`config.mk`:
```
export PLATFORM = sky130hd
export DESIGN_NAME = fifo_read_arbiter
export DESIGN_NICKNAME = d
export VERILOG_FILES = /design/src/rtl/fifo_read_arbiter_pkg.sv /design/src/rtl/fifo_read_arbiter_rr_priority_pick.sv /design/src/rtl/fifo_read_arbiter.sv
export SDC_FILE = /design/constraint.sdc
export NUM_CORES = 1
export LEC_CHECK = 0
export ABC_AREA = 1
export CAP_MARGIN = 5
export CORE_MARGIN = 2
export CORE_UTILIZATION = 56
export DETAILED_ROUTE_END_ITERATION = 8
export PLACE_DENSITY_LB_ADDON = 0.3
export SYNTH_ARGS = -nofsm -noshare
export SYNTH_HDL_FRONTEND = slang
export SYNTH_SLANG_ARGS = --single-unit
export TNS_END_PERCENT = 10
```
`constraint.sdc`:
```
create_clock -name rd_clk -period 3.75 [get_ports rd_clk]
set_input_delay 1.125 -clock rd_clk [delete_from_list [all_inputs] [get_ports rd_clk]]
set_output_delay 1.125 -clock rd_clk [all_outputs]
set_load 0.02 [all_outputs]
```
`src/rtl/fifo_read_arbiter_pkg.sv`:
```
// Shared definitions for the FIFO read-port arbiter.
package fifo_read_arbiter_pkg;

  // Default number of read requesters and burst length.
  localparam int NUM_RD_REQ   = 4;
  localparam int RD_BURST_LEN = 4;

  typedef enum logic {
    ST_IDLE  = 1'b0,
    ST_GRANT = 1'b1
  } arb_state_e;

endpackage

```
`src/rtl/fifo_read_arbiter_rr_priority_pick.sv`:
```
// Round-robin priority pick: the first eligible request bit found by
// scanning upward from last_owner+1, wrapping modulo N.
module rr_priority_pick #(
  parameter int N    = 4,
  parameter int ID_W = 2
) (
  input  logic [N-1:0]    req,
  input  logic [ID_W-1:0] last_owner,
  input  logic [N-1:0]    excl,
  output logic [N-1:0]    winner,
  output logic [ID_W-1:0] winner_id,
  output logic            found
);

  localparam logic [ID_W:0] N_W = (ID_W+1)'(N);

  logic [ID_W:0]   sum;
  logic [ID_W-1:0] cand;

  // Walk the N candidate positions in rotated order; keep the first hit.
  always_comb begin
    winner    = '0;
    winner_id = '0;
    found     = 1'b0;
    sum       = '0;
    cand      = '0;
    for (int i = 1; i <= N; i++) begin
      sum = {1'b0, last_owner} + (ID_W+1)'(i);
      if (sum >= N_W) sum = sum - N_W;
      cand = sum[ID_W-1:0];
      if (!found && req[cand] && !excl[cand]) begin
        found     = 1'b1;
        winner_id = cand;
      end
    end
    winner[winner_id] = found;
  end

endmodule

```
`src/rtl/fifo_read_arbiter.sv`:
```
// Shares the FIFO read port among NUM_REQ consumers with round-robin burst
// grants; rd_valid is aligned to the 1-cycle synchronous RAM read.
//
// state    | meaning
// ST_IDLE  | no grant held, waiting for any request
// ST_GRANT | gnt owns the read port; reads issue while req & ~f_empty
module fifo_read_arbiter
  import fifo_read_arbiter_pkg::*;
#(
  parameter int NUM_REQ   = NUM_RD_REQ,
  parameter int BURST_LEN = RD_BURST_LEN,
  parameter int ID_W      = $clog2(NUM_REQ),
  parameter int CNT_W     = 4
) (
  input  logic               rd_clk,
  input  logic               reset,
  input  logic [NUM_REQ-1:0] req,
  input  logic               f_empty,
  output logic               enable_rd,
  output logic [NUM_REQ-1:0] gnt,
  output logic [ID_W-1:0]    gnt_id,
  output logic [NUM_REQ-1:0] rd_valid,
  output logic               busy
);

  localparam logic [CNT_W-1:0] LAST_CNT = CNT_W'(BURST_LEN - 1);

  arb_state_e         state_q, state_d;
  logic [NUM_REQ-1:0] gnt_q, gnt_d;
  logic [ID_W-1:0]    gnt_id_q, gnt_id_d;
  logic [CNT_W-1:0]   burst_cnt_q, burst_cnt_d;
  logic [ID_W-1:0]    last_owner_q, last_owner_d;
  logic [NUM_REQ-1:0] rd_valid_q, rd_valid_d;

  logic [NUM_REQ-1:0] pick_onehot;
  logic [ID_W-1:0]    pick_id;
  logic               pick_found;
  logic               acc;
  logic               rel_full;
  logic               rel_drop;

  // The current owner is excluded so a release hands over to someone else
  // first; in idle gnt_q is zero so nothing is excluded.
  rr_priority_pick #(
    .N    (NUM_REQ),
    .ID_W (ID_W)
  ) u_pick (
    .req        (req),
    .last_owner (last_owner_q),
    .excl       (gnt_q),
    .winner     (pick_onehot),
    .winner_id  (pick_id),
    .found      (pick_found)
  );

  assign busy      = (state_q == ST_GRANT);
  assign acc       = busy && req[gnt_id_q] && !f_empty;
  assign rel_full  = acc && (burst_cnt_q == LAST_CNT);
  assign rel_drop  = busy && !req[gnt_id_q];
  assign enable_rd = acc;
  assign gnt       = gnt_q;
  assign gnt_id    = gnt_id_q;
  assign rd_valid  = rd_valid_q;

  // Next-state: grant issue, burst counting and release/handover.
  always_comb begin
    state_d      = state_q;
    gnt_d        = gnt_q;
    gnt_id_d     = gnt_id_q;
    burst_cnt_d  = burst_cnt_q;
    last_owner_d = last_owner_q;
    rd_valid_d   = acc ? gnt_q : '0;
    case (state_q)
      ST_IDLE: begin
        if (pick_found) begin
          state_d      = ST_GRANT;
          gnt_d        = pick_onehot;
          gnt_id_d     = pick_id;
          last_owner_d = pick_id;
          burst_cnt_d  = '0;
        end
      end
      ST_GRANT: begin
        if (rel_full || rel_drop) begin
          burst_cnt_d = '0;
          if (pick_found) begin
            gnt_d        = pick_onehot;
            gnt_id_d     = pick_id;
            last_owner_d = pick_id;
          end else if (!rel_full) begin
            // Owner withdrew and nobody else wants the port.
            state_d  = ST_IDLE;
            gnt_d    = '0;
            gnt_id_d = '0;
          end
          // A completed burst with no other contender re-grants the owner.
        end else if (acc) begin
          burst_cnt_d = burst_cnt_q + CNT_W'(1);
        end
      end
      default: state_d = ST_IDLE;
    endcase
  end

  // State register; reset drops any in-flight rd_valid immediately.
  always_ff @(posedge rd_clk or posedge reset) begin
    if (reset) begin
      state_q      <= ST_IDLE;
      gnt_q        <= '0;
      gnt_id_q     <= '0;
      burst_cnt_q  <= '0;
      last_owner_q <= ID_W'(NUM_REQ - 1);
      rd_valid_q   <= '0;
    end else begin
      state_q      <= state_d;
      gnt_q        <= gnt_d;
      gnt_id_q     <= gnt_id_d;
      burst_cnt_q  <= burst_cnt_d;
      last_owner_q <= last_owner_d;
      rd_valid_q   <= rd_valid_d;
    end
  end

endmodule

```
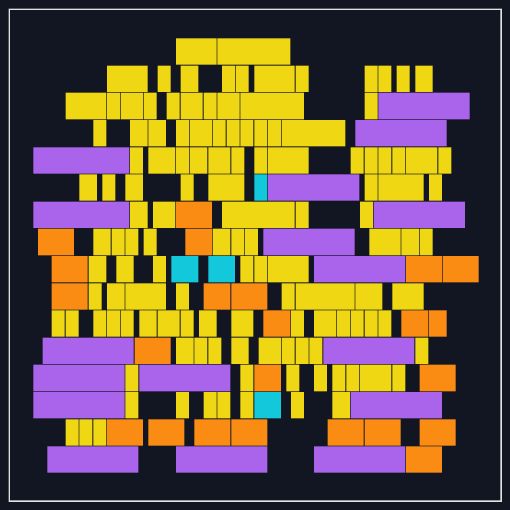
Figure 1: cell classes on the final placement.
(10 px per µm)
[purple] registers | cells: 17 | share of their area: 31%
[cyan] clock drivers and dummy loads | cells: 4 | share of their area: 1.9%
[orange] remaining buffers and delay cells | cells: 23 | share of their area: 16%
[yellow] remaining logic cells | cells: 128 | share of their area: 51%
fraction of area in registers: 30.6%
design area: 0.00140 mm²
row count: 16

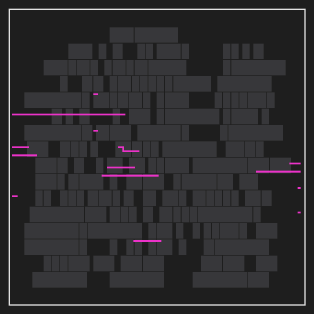
Figure 2: M3 wires.
(6 px per µm) Cells faint in the background.
main direction: horizontal
longest straight run: 18.6 µm
share of all routed wire: 2.3%
nets with wire on the layer: 12
DRT Wirelength: 2.55 mm
met3 usage: 3.07%
Vias: 1007

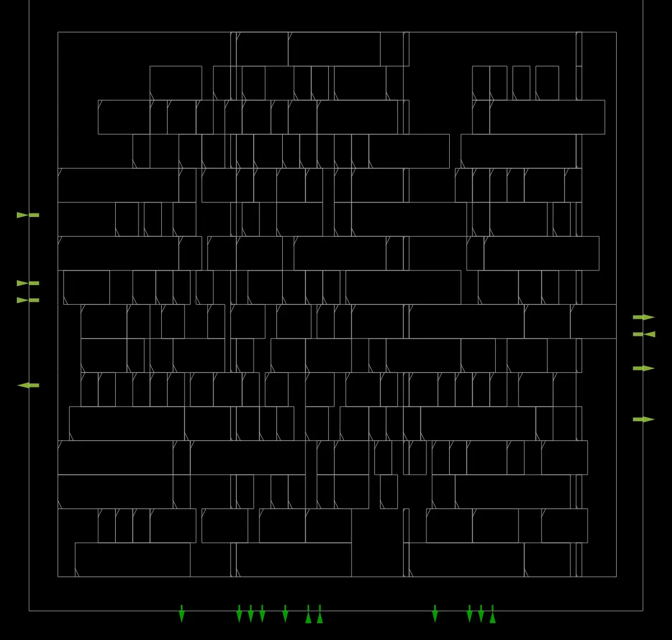
Figure 3: placement view.
Tapcells: 27
seq_cells: 17

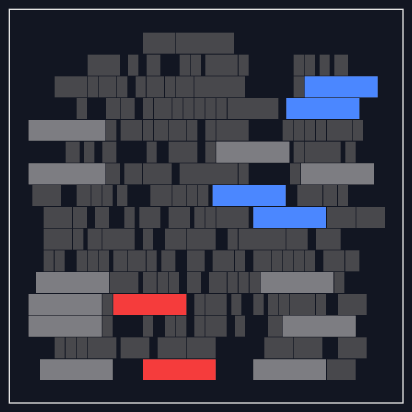
Figure 4: where the registers sit.
(8 px per µm) Other sequential cells in the stronger gray, the rest of the logic in the fainter gray.
[blue] burst_cnt_q | flops: 4
[red] gnt_id | flops: 2
not colored: 11
Register Area: 428 µm²
post-layout util: 72.0%
P_seq: 327 µW

-- metal layers --
layer  vias to the layer above  routed length [µm]
li1                        515                   -
met4                         0                  18
met2                        16                1380
met3                         4                  57
met5                         -                   0
met1                       472                1090
-- what timing repair did --
item                                    4_1_cts  5_1_grt
resized                                       1        2
endpoints found under the setup margin        1        1
hold buffers                                  0        0
pin swaps                                     0        0
-- power by group through the flow --
stage | combinational [mW] | sequential, mW | clock [mW]
final | 0.924 | 0.327 | 0.102
after global placement | 0.896 | 0.326 | 0
after detailed placement | 0.925 | 0.330 | 0
after floorplan | 0.686 | 0.340 | 0
after global routing | 1.03 | 0.338 | 0.107
after CTS | 0.927 | 0.326 | 0.102
-- kinds of logic (layout without fill, tap and decap cells) --
logic type / after synthesis / after routing
and+or+nand+nor: 90 / 90
buffers and inverters: 23 / 49
xor gates and xnor gates: 2 / 2
adders and majority gates: 1 / 1
AOI/OAI and AO/OA: 13 / 13
DFF: 17 / 17
-- cell usage after synthesis, drive strengths merged --
cell type and instances:
dfrtp 15, dfstp 2, nand3b 2, or2 1
o211ai 1, o2111ai 2, inv 22, nand4 2
ha 1, nand2 55, xor2 2, buf 1
nand3 13, o21ai 10, nor2 17
-- critical path, delay by kind of cell --
kind                   cells  cell delay (ns)
buffers and inverters      4             0.76
and+or+nand+nor            5             0.46
AOI/OAI and AO/OA          1             0.08
-- worst paths after layout --
path                             endpoint  cells after the start
setup reg to reg           burst_cnt_q[1]                     11
min in group asynchronous  burst_cnt_q[3]                      2
max in group asynchronous       gnt_id[1]                      2
hold reg to reg                    gnt[0]                      2
setup / recovery                enable_rd                     10
hold / removal                     gnt[0]                      2
-- registers in the layout (all words and copies together) (netlist names) --
register	cells
busy	1
burst_cnt_q	4
gnt	4
last_owner_q	2
rd_valid	4
gnt_id	2
==> run summary <==
register share after synthesis -> 37.7%
CP Class -> input port to output pin
ys flops -> 17
Multiplexer share -> 0%
Worst Setup SP -> req[2]
Initial Util -> 58.5%
worst endpoint required time -> 2.62 ns
Final ANT Viol Nets -> 0
H-tree depth -> 1
global-route usage over all layers -> 23.8%
cts bufs inserted -> 3
pwr dens -> 968 mW/mm²
Final Max Tran Viols -> 0
CTS sink count -> 17
Post-DP Area -> 0.00138 mm²
clk_lat worst skew -> 0.29 ns
CTS Root Cell -> clkbuf_4
wire per inst -> 12.8 µm
initial antenna violation count -> 0
Residual DRC -> 0
yosys adder share -> 1.10%
max incr delay on CP -> 0.49 ns
maximum vdd drop -> 0.000591 V
Yosys Instances -> 146
Hold Fails Final Rpt -> 0
Max Fclk -> 281 MHz
core area -> 0.00194 mm²
die height -> 49.0 µm
GRT Residual Overflow -> 0
Commonest Layout Cell -> nand2_1
ClkCell Share -> 1.88%
total power -> 1.35 mW
Net Sw Frac -> 53.3%
CP startpoint kind -> input port
Gate Area -> 607 µm²
Period minus WS final -> 3.55 ns
worst r2r src -> last_owner_q[0]
internal power -> 632 µW
crit-path most repeated cell -> nor2_1
Mapped Cells -> 146
Arr. time, crit path -> 2.43 ns
Logic Gate Count -> 106
Top Ports -> 19
mapped cell area -> 0.00114 mm²
global routing met1 resource utilization -> 28.0%
RSZ-0062 raised after global routing -> no
Syn. warnings -> 0
most frequently placed logic cells in the final layout -> nand2_1, clkdlybuf4s50_1, inv_1, nor2_1, dfrtp_1
number of global-route vias before repair -> 1041
fraction of layout cells with a size suffix above 1 -> 20.9%
max cap viols -> 0
total setup buffers inserted after CTS -> 0
grt peak-use layer -> met2
YS chip area -> 0.00114 mm²
Worst Min Path Start -> gnt[0]
GR Util met2 -> 45.7%
routability cong. -> 0.865
CP Cell Sequence -> clkdlybuf4s50_1 -> nor2_1 -> nor2_1 -> o21ai_1 -> nand2_2 -> inv_1 -> nor2_1 -> inv_1 -> nor2_1 -> clkbuf_2
DR vias/cell -> 5.06
crit path max fanout -> 3
PortBufs -> 18
Comb area share -> 43.4%
Max clock buf depth -> 2
Biggest Area Class -> logic gates
Worst setup EP type -> output pin
Synth Net Count -> 154
status -> completed
largest net degree at the start of global routing -> 18
top cells, area -> dfrtp_1, nand2_1, nand2_4
sequential share of power -> 24.2%
Power figures rest on the tool's default switching activity, not on a simulated workload.
